Run 1, congestion heat map:
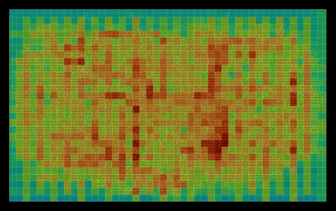
Run 1, sequential cells colored by netlist name:
The bar under the picture is 100 µm long. Other sequential cells in the stronger gray, the rest of the logic in the fainter gray.
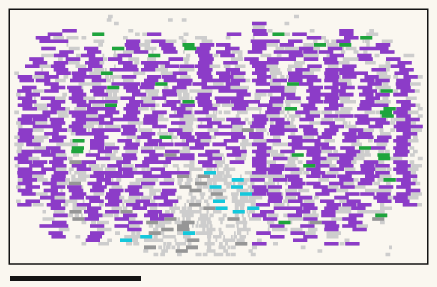
Run 1, drive-strength map:
The bar under the picture is 100 µm long.
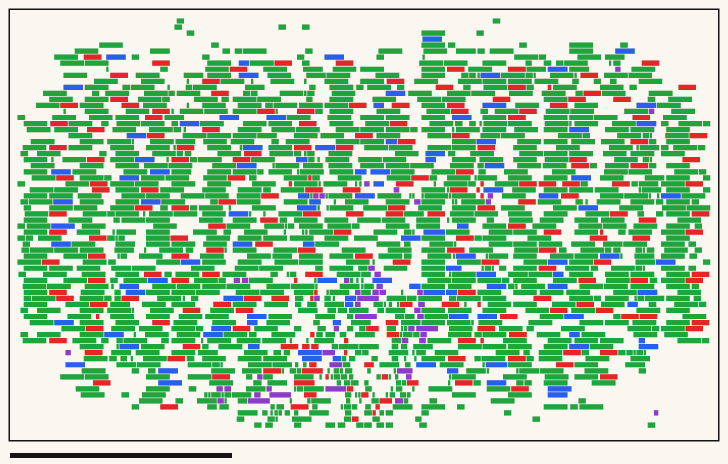
Run 1, gate-type map:
The bar under the picture is 100 µm long.
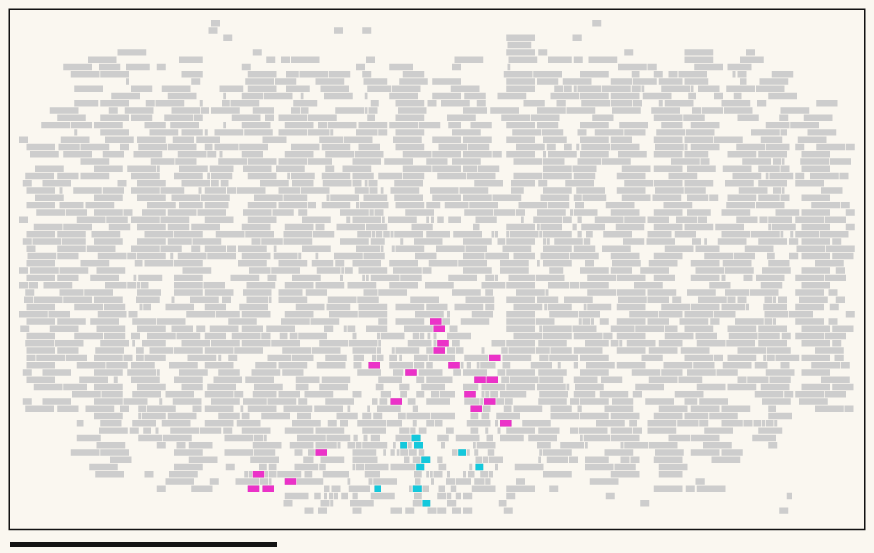
`src/rtl/warp_pkg.sv`:
```
// Shared types and default sizes for the Warp SIMT engine.
// No ports. Provides NUM_WARPS_DEFAULT, NUM_LANES_DEFAULT, INSTR_WIDTH,
// FIFO_DEPTH, warp_id_t and warp_issue_t (the payload held in a warp FIFO
// entry and in the issue register).
package warp_pkg;

   localparam int NUM_WARPS_DEFAULT = 4;
   localparam int NUM_LANES_DEFAULT = 8;
   localparam int INSTR_WIDTH       = 32;
   localparam int FIFO_DEPTH        = 4;

   typedef logic [$clog2(NUM_WARPS_DEFAULT)-1:0] warp_id_t;

   typedef struct packed {
      warp_id_t                      warp_id;
      logic [INSTR_WIDTH-1:0]        instr;
      logic [NUM_LANES_DEFAULT-1:0]  mask;
   } warp_issue_t;

endpackage

```
`src/rtl/warp_fifo.sv`:
```
// Synchronous FIFO, one per warp context.
// Ports: clk, rst (async, active-high), wr_en/wr_data (write ignored when full),
// rd_en (pop, ignored when empty), rd_data (head entry, combinational),
// full, empty.
// Pointers carry an extra wrap bit: equal pointers mean empty, pointers that
// differ only in the wrap bit mean full.
module warp_fifo #(
   parameter int WIDTH = 8,
   parameter int DEPTH = 4
) (
   input  logic             clk,
   input  logic             rst,
   input  logic             wr_en,
   input  logic [WIDTH-1:0] wr_data,
   input  logic             rd_en,
   output logic [WIDTH-1:0] rd_data,
   output logic             full,
   output logic             empty
);

   localparam int AW = $clog2(DEPTH);

   logic [WIDTH-1:0] mem [DEPTH];
   logic [AW:0]      wr_ptr;
   logic [AW:0]      rd_ptr;

   assign empty   = (wr_ptr == rd_ptr);
   assign full    = (wr_ptr[AW] != rd_ptr[AW]) && (wr_ptr[AW-1:0] == rd_ptr[AW-1:0]);
   assign rd_data = mem[rd_ptr[AW-1:0]];

   always_ff @(posedge clk or posedge rst) begin
      if (rst) begin
         wr_ptr <= '0;
         rd_ptr <= '0;
      end else begin
         if (wr_en && !full)
            wr_ptr <= wr_ptr + 1'b1;
         if (rd_en && !empty)
            rd_ptr <= rd_ptr + 1'b1;
      end
   end

   always_ff @(posedge clk) begin
      if (wr_en && !full)
         mem[wr_ptr[AW-1:0]] <= wr_data;
   end

endmodule

```
`src/rtl/warp_scheduler.sv`:
```
// Multi-warp issue scheduler: per-warp instruction FIFOs, per-warp in-flight
// tracking, and a round-robin arbiter feeding one registered issue port.
// Ports:
//   clk, rst (async, active-high)
//   cmd_valid/cmd_ready/cmd_warp_id/cmd_instr/cmd_mask   enqueue side
//   warp_enable                                         per-warp issue enable
//   issue_valid/issue_ready/issue_warp_id/issue_instr/issue_mask  issue side
//   done_valid/done_warp_id                             completions
//   warp_pending, busy, err_orphan_done                 status
// Optional: define WARP_SCHED_PERF_EN to add perf_issued and perf_stall
// (32-bit wrapping counters of issue handshakes and stalled cycles).
module warp_scheduler
   import warp_pkg::*;
#(
   parameter int NUM_WARPS   = NUM_WARPS_DEFAULT,
   parameter int NUM_LANES   = NUM_LANES_DEFAULT,
   parameter int INSTR_WIDTH = warp_pkg::INSTR_WIDTH,
   parameter int FIFO_DEPTH  = warp_pkg::FIFO_DEPTH
) (
   input  logic                         clk,
   input  logic                         rst,
   input  logic                         cmd_valid,
   output logic                         cmd_ready,
   input  logic [$clog2(NUM_WARPS)-1:0] cmd_warp_id,
   input  logic [INSTR_WIDTH-1:0]       cmd_instr,
   input  logic [NUM_LANES-1:0]         cmd_mask,
   input  logic [NUM_WARPS-1:0]         warp_enable,
   output logic                         issue_valid,
   input  logic                         issue_ready,
   output logic [$clog2(NUM_WARPS)-1:0] issue_warp_id,
   output logic [INSTR_WIDTH-1:0]       issue_instr,
   output logic [NUM_LANES-1:0]         issue_mask,
   input  logic                         done_valid,
   input  logic [$clog2(NUM_WARPS)-1:0] done_warp_id,
   output logic [NUM_WARPS-1:0]         warp_pending,
   output logic                         busy,
`ifdef WARP_SCHED_PERF_EN
   output logic [31:0]                  perf_issued,
   output logic [31:0]                  perf_stall,
`endif
   output logic                         err_orphan_done
);

   localparam int WW = $clog2(NUM_WARPS);

   // Same layout as warp_issue_t, sized by this instance's parameters.
   typedef struct packed {
      logic [WW-1:0]          warp_id;
      logic [INSTR_WIDTH-1:0] instr;
      logic [NUM_LANES-1:0]   mask;
   } issue_t;

   localparam int EW = $bits(issue_t);

   logic [NUM_WARPS-1:0] fifo_full;
   logic [NUM_WARPS-1:0] fifo_empty;
   logic [NUM_WARPS-1:0] fifo_wr;
   logic [NUM_WARPS-1:0] fifo_rd;
   logic [EW-1:0]        fifo_head [NUM_WARPS];
   logic [NUM_WARPS-1:0] inflight;
   logic [NUM_WARPS-1:0] eligible;
   logic [WW-1:0]        last_grant;
   logic [WW-1:0]        grant_id;
   logic                 grant_found;
   logic                 load;
   issue_t               cmd_entry;
   issue_t               issue_reg;

   assign cmd_ready = !fifo_full[cmd_warp_id];
   assign cmd_entry = '{warp_id: cmd_warp_id, instr: cmd_instr, mask: cmd_mask};

   for (genvar w = 0; w < NUM_WARPS; w++) begin : g_warp
      assign fifo_wr[w] = cmd_valid && cmd_ready && (cmd_warp_id == WW'(w));
      assign fifo_rd[w] = load && (grant_id == WW'(w));

      warp_fifo #(
         .WIDTH (EW),
         .DEPTH (FIFO_DEPTH)
      ) u_fifo (
         .clk     (clk),
         .rst     (rst),
         .wr_en   (fifo_wr[w]),
         .wr_data (cmd_entry),
         .rd_en   (fifo_rd[w]),
         .rd_data (fifo_head[w]),
         .full    (fifo_full[w]),
         .empty   (fifo_empty[w])
      );
   end

   assign eligible = warp_enable & ~fifo_empty & ~inflight;

   // Round-robin search from last_grant+1; WW-bit addition wraps modulo
   // NUM_WARPS, and i == NUM_WARPS revisits last_grant itself.
   always_comb begin
      grant_found = 1'b0;
      grant_id    = '0;
      for (int i = 1; i <= NUM_WARPS; i++) begin
         if (!grant_found && eligible[WW'(last_grant + WW'(i))]) begin
            grant_found = 1'b1;
            grant_id    = WW'(last_grant + WW'(i));
         end
      end
   end

   assign load = grant_found && (!issue_valid || issue_ready);

   always_ff @(posedge clk or posedge rst) begin
      if (rst) begin
         issue_valid <= 1'b0;
         issue_reg   <= '0;
         last_grant  <= WW'(NUM_WARPS - 1);
      end else if (load) begin
         issue_valid <= 1'b1;
         issue_reg   <= issue_t'(fifo_head[grant_id]);
         last_grant  <= grant_id;
      end else if (issue_ready) begin
         issue_valid <= 1'b0;
      end
   end

   // A warp being loaded is never in flight, so a same-edge done for it can
   // only be an orphan; letting the set win keeps the new issue tracked.
   always_ff @(posedge clk or posedge rst) begin
      if (rst) begin
         inflight        <= '0;
         err_orphan_done <= 1'b0;
      end else begin
         for (int w = 0; w < NUM_WARPS; w++) begin
            if (load && (grant_id == WW'(w)))
               inflight[w] <= 1'b1;
            else if (done_valid && (done_warp_id == WW'(w)))
               inflight[w] <= 1'b0;
         end
         if (done_valid && !inflight[done_warp_id])
            err_orphan_done <= 1'b1;
      end
   end

   assign issue_warp_id = issue_reg.warp_id;
   assign issue_instr   = issue_reg.instr;
   assign issue_mask    = issue_reg.mask;
   assign warp_pending  = ~fifo_empty | inflight;
   assign busy          = (|warp_pending) | issue_valid;

`ifdef WARP_SCHED_PERF_EN
   always_ff @(posedge clk or posedge rst) begin
      if (rst) begin
         perf_issued <= '0;
         perf_stall  <= '0;
      end else begin
         if (issue_valid && issue_ready)
            perf_issued <= perf_issued + 32'd1;
         if (issue_valid && !issue_ready)
            perf_stall <= perf_stall + 32'd1;
      end
   end
`endif

endmodule

```
`config.mk`:
```
export PLATFORM = sky130hd
export DESIGN_NAME = warp_scheduler
export DESIGN_NICKNAME = d
export VERILOG_FILES = /design/src/rtl/warp_pkg.sv /design/src/rtl/warp_fifo.sv /design/src/rtl/warp_scheduler.sv
export SDC_FILE = /design/constraint.sdc
export NUM_CORES = 1
export LEC_CHECK = 0
export CAP_MARGIN = 20
export CELL_PAD_IN_SITES_DETAIL_PLACEMENT = 0
export CELL_PAD_IN_SITES_GLOBAL_PLACEMENT = 1
export CORE_ASPECT_RATIO = 0.6
export CORE_MARGIN = 3
export CORE_UTILIZATION = 49
export CTS_CLUSTER_DIAMETER = 200
export DETAILED_ROUTE_END_ITERATION = 12
export GPL_TIMING_DRIVEN = 0
export PLACE_DENSITY = 0.76
export SYNTH_ARGS = -nofsm -noshare
export SYNTH_HDL_FRONTEND = slang
export SYNTH_SLANG_ARGS = --single-unit
```
`constraint.sdc`:
```
create_clock -name clk -period 3 [get_ports clk]
set_input_delay 0.45 -clock clk [delete_from_list [all_inputs] [get_ports clk]]
set_output_delay 0.45 -clock clk [all_outputs]
set_load 0.01 [all_outputs]
```
==> results.txt, run 1 <==
Setup crit end kind = primary output
number of global-route vias before repair = 14300
reg2reg end = g_warp[0].u_fifo.mem[3][13]
Worst Hold Class = in -> async
end of the critical path = busy
final wirelength = 65800 µm
number of logic gates = 494
mux frac, synth = 16.3%
Syn Inst Count = 1317
Switching Share = 31.6%
Metal-1 WL = 28800 µm
Pwr Density = 984 nW/µm²
Total Die Area = 62000 µm²
CP arrival = 2530 ps
routability congestion estimate = 0.735
status = finished, final reports clean
hold_buf cts = 0
post-route setup TNS = 0 ps
H-tree depth = 3
ys async rst share = 9.92%
worst vdd ir = 0.507 mV
Reg2Reg Setup Slack = 70 ps
Plain + repair buffers = 184
cell type with the largest total area = edfxtp_1
OpenROAD warning count = 40
About 'congestion heat map':
Final Util: 58.1%
gr usage total: 21.5%

About 'sequential cells colored by netlist name':
| color | netlist name | flops |
|---|---|---|
| cyan | `g_warp.u_fifo.wr_ptr` | 12 |
| green | `issue_instr` | 32 |
| purple | `g_warp.u_fifo.mem` | 672 |
not colored: 30
Flop area: 22000 µm²
Flop+latch power: 13.1 mW
flop share of the area: 65.6%

About 'drive-strength map':
| color | size | cells | share | most used |
|---|---|---|---|---|
| red | _2 cells | 205 | 13% | mux4_2 |
| blue | _6 and larger | 106 | 6.8% | clkbuf_16 |
| purple | _3 and _4 cells | 48 | 3.1% | and2_4 |
| green | _0 and _1 cells | 1199 | 77% | edfxtp_1 |

About 'gate-type map':
| color | family | cells |
|---|---|---|
| magenta | fa/ha/maj cells | 20 |
| cyan | non-inverting ao/oa cells | 10 |

## Run 2: what changed since run 1
--- a/config.mk
+++ b/config.mk
@@ -15,6 +15,7 @@
 export DETAILED_ROUTE_END_ITERATION = 12
 export GPL_TIMING_DRIVEN = 0
 export PLACE_DENSITY = 0.76
+export SETUP_SLACK_MARGIN = 0.15
 export SYNTH_ARGS = -nofsm -noshare
 export SYNTH_HDL_FRONTEND = slang
 export SYNTH_SLANG_ARGS = --single-unit
==> results.txt, run 2 <==
Syn Inst Count = 1317 (unchanged)
Reg2Reg Setup Slack = 210 ps (was 70 ps)
post-route setup TNS = -1.21 ps (was 0 ps)
Pwr Density = 990 nW/µm² (was 984 nW/µm²)
end of the critical path = busy (unchanged)
worst vdd ir = 0.484 mV (was 0.507 mV)
PnR worst setup slack = -1.21 ps (was 15.9 ps)
OpenROAD warning count = 40 (unchanged)
status = complete, but fails checks (was finished, final reports clean)
flop share of the area = 65.3% (was 65.6%)
Switching Share = 31.8% (was 31.6%)
gr usage total = 21.3% (was 21.5%)
Metal-1 WL = 29700 µm (was 28800 µm)
ys async rst share = 9.92% (unchanged)
Flop+latch power = 13.1 mW (about the same)
Plain + repair buffers = 186 (was 184)
Final Util = 58.4% (was 58.1%)
number of logic gates = 509 (was 494)
Flop area = 22000 µm² (unchanged)
cell type with the largest total area = edfxtp_1 (unchanged)
failing checks = setup timing
number of global-route vias before repair = 14100 (was 14300)
reg2reg end = g_warp[0].u_fifo.mem[3][4] (was g_warp[0].u_fifo.mem[3][13])
routability congestion estimate = 0.728 (was 0.735)
# setup viols final = 1 (was 0)
Run 2, placed cells, one color a class:
The bar under the picture is 100 µm long.
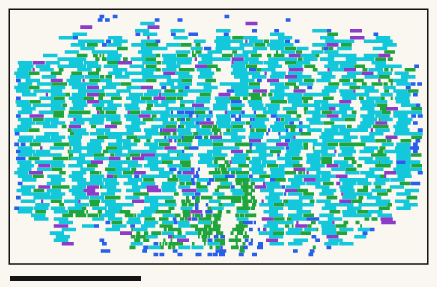
| color | class | cells | share of their area |
|---|---|---|---|
| green | combinational and other logic | 523 | 21% |
| purple | clock drivers and dummy loads | 122 | 6.8% |
| cyan | sequential cells | 746 | 67% |
| blue | remaining buffers and delay cells | 186 | 5.0% |

## Run 3: what changed since run 2
--- a/config.mk
+++ b/config.mk
@@ -15,6 +15,7 @@
 export DETAILED_ROUTE_END_ITERATION = 12
 export GPL_TIMING_DRIVEN = 0
 export PLACE_DENSITY = 0.76
+export REMOVE_ABC_BUFFERS = 1
 export SETUP_SLACK_MARGIN = 0.15
 export SYNTH_ARGS = -nofsm -noshare
 export SYNTH_HDL_FRONTEND = slang
==> results.txt, run 3 <==
Total Die Area = 62000 µm² (unchanged)
Flop+latch power = 13.3 mW (was 13.1 mW)
Pwr Density = 1000 nW/µm² (was 990 nW/µm²)
Switching Share = 33.1% (was 31.8%)
crit path from = g_warp[0].u_fifo.rd_ptr[0] (was g_warp[0].u_fifo.rd_ptr[1])
Plain + repair buffers = 166 (was 186)
CP arrival = 2600 ps (was 2550 ps)
Setup crit end kind = primary output (unchanged)
Startpoint Class = flip-flop (unchanged)
mux frac, synth = 16.3% (unchanged)
Final Util = 58.8% (was 58.4%)
post-route setup TNS = -50.0 ps (was -1.21 ps)
Reg2Reg Setup Slack = 250 ps (was 210 ps)
OpenROAD warning count = 39 (was 40)
cells along the critical path = buf_16 > xor2_4 > or2_1 > or3_4 > nor2_1 > or4b_1 > buf_2 (was buf_6 > xor2_2 > or2_1 > or3_4 > nor2_2 > or4b_1 > buf_2)
# setup viols final = 1 (unchanged)
met3 Usage GRT = 6.10% (was 4.12%)
main flop type = edfxtp_1 (unchanged)
final wirelength = 74200 µm (was 70500 µm)
Vias/cell = 6.24 (was 6.10)
Clock Power Share = 24.0% (was 26.3%)
gr usage total = 23.7% (was 21.3%)
flop share of the area = 64.9% (was 65.3%)
ys async rst share = 9.92% (unchanged)
Vias = 14500 (was 14300)
Largest cells by area = edfxtp_1, mux4_2, dfrtp_1 (unchanged)
number of logic gates = 506 (was 509)
critical path buffer and inverter count = 2 (unchanged)
Synth Cell Area = 28900 µm² (unchanged)
number of non-clock inverters in the layout = 14 (unchanged)
Metal-1 WL = 29900 µm (was 29700 µm)
max reg flops = 672 (unchanged)
hold_buf cts = 0 (unchanged)
Power Total = 34.1 mW (was 33.4 mW)
H-tree depth = 3 (unchanged)
number of global-route vias before repair = 14500 (was 14100)
most frequent cells in the layout = edfxtp_1, mux4_2, clkdlybuf4s50_1 (unchanged)
CP delay by family, top = simple AND/OR/NAND/NOR gates (unchanged)
Worst Hold Class = in -> async (unchanged)
Flop area = 22100 µm² (was 22000 µm²)
end of the critical path = busy (unchanged)
routability congestion estimate = 0.751 (was 0.728)
status = complete, but fails checks (unchanged)
Yosys reg bits = 746 (unchanged)
PnR worst setup slack = -50.0 ps (was -1.21 ps)
cell type with the largest total area = edfxtp_1 (unchanged)
worst vdd ir = 0.781 mV (was 0.484 mV)
failing checks = setup timing (unchanged)
reg2reg end = issue_instr[21] (was g_warp[0].u_fifo.mem[3][4])
Run 3, placed cells, one color a class:
The bar under the picture is 100 µm long.
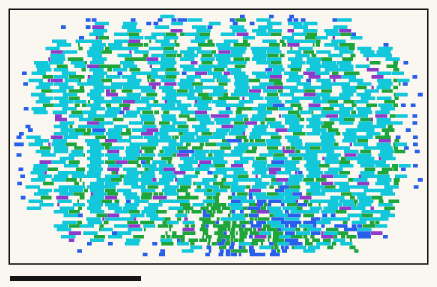
| color | class | cells | share of their area |
|---|---|---|---|
| cyan | sequential cells | 746 | 67% |
| green | combinational and other logic | 520 | 21% |
| purple | clock drivers and dummy loads | 123 | 6.3% |
| blue | remaining buffers and delay cells | 166 | 6.0% |

Power figures rest on the tool's default switching activity, not on a simulated workload.
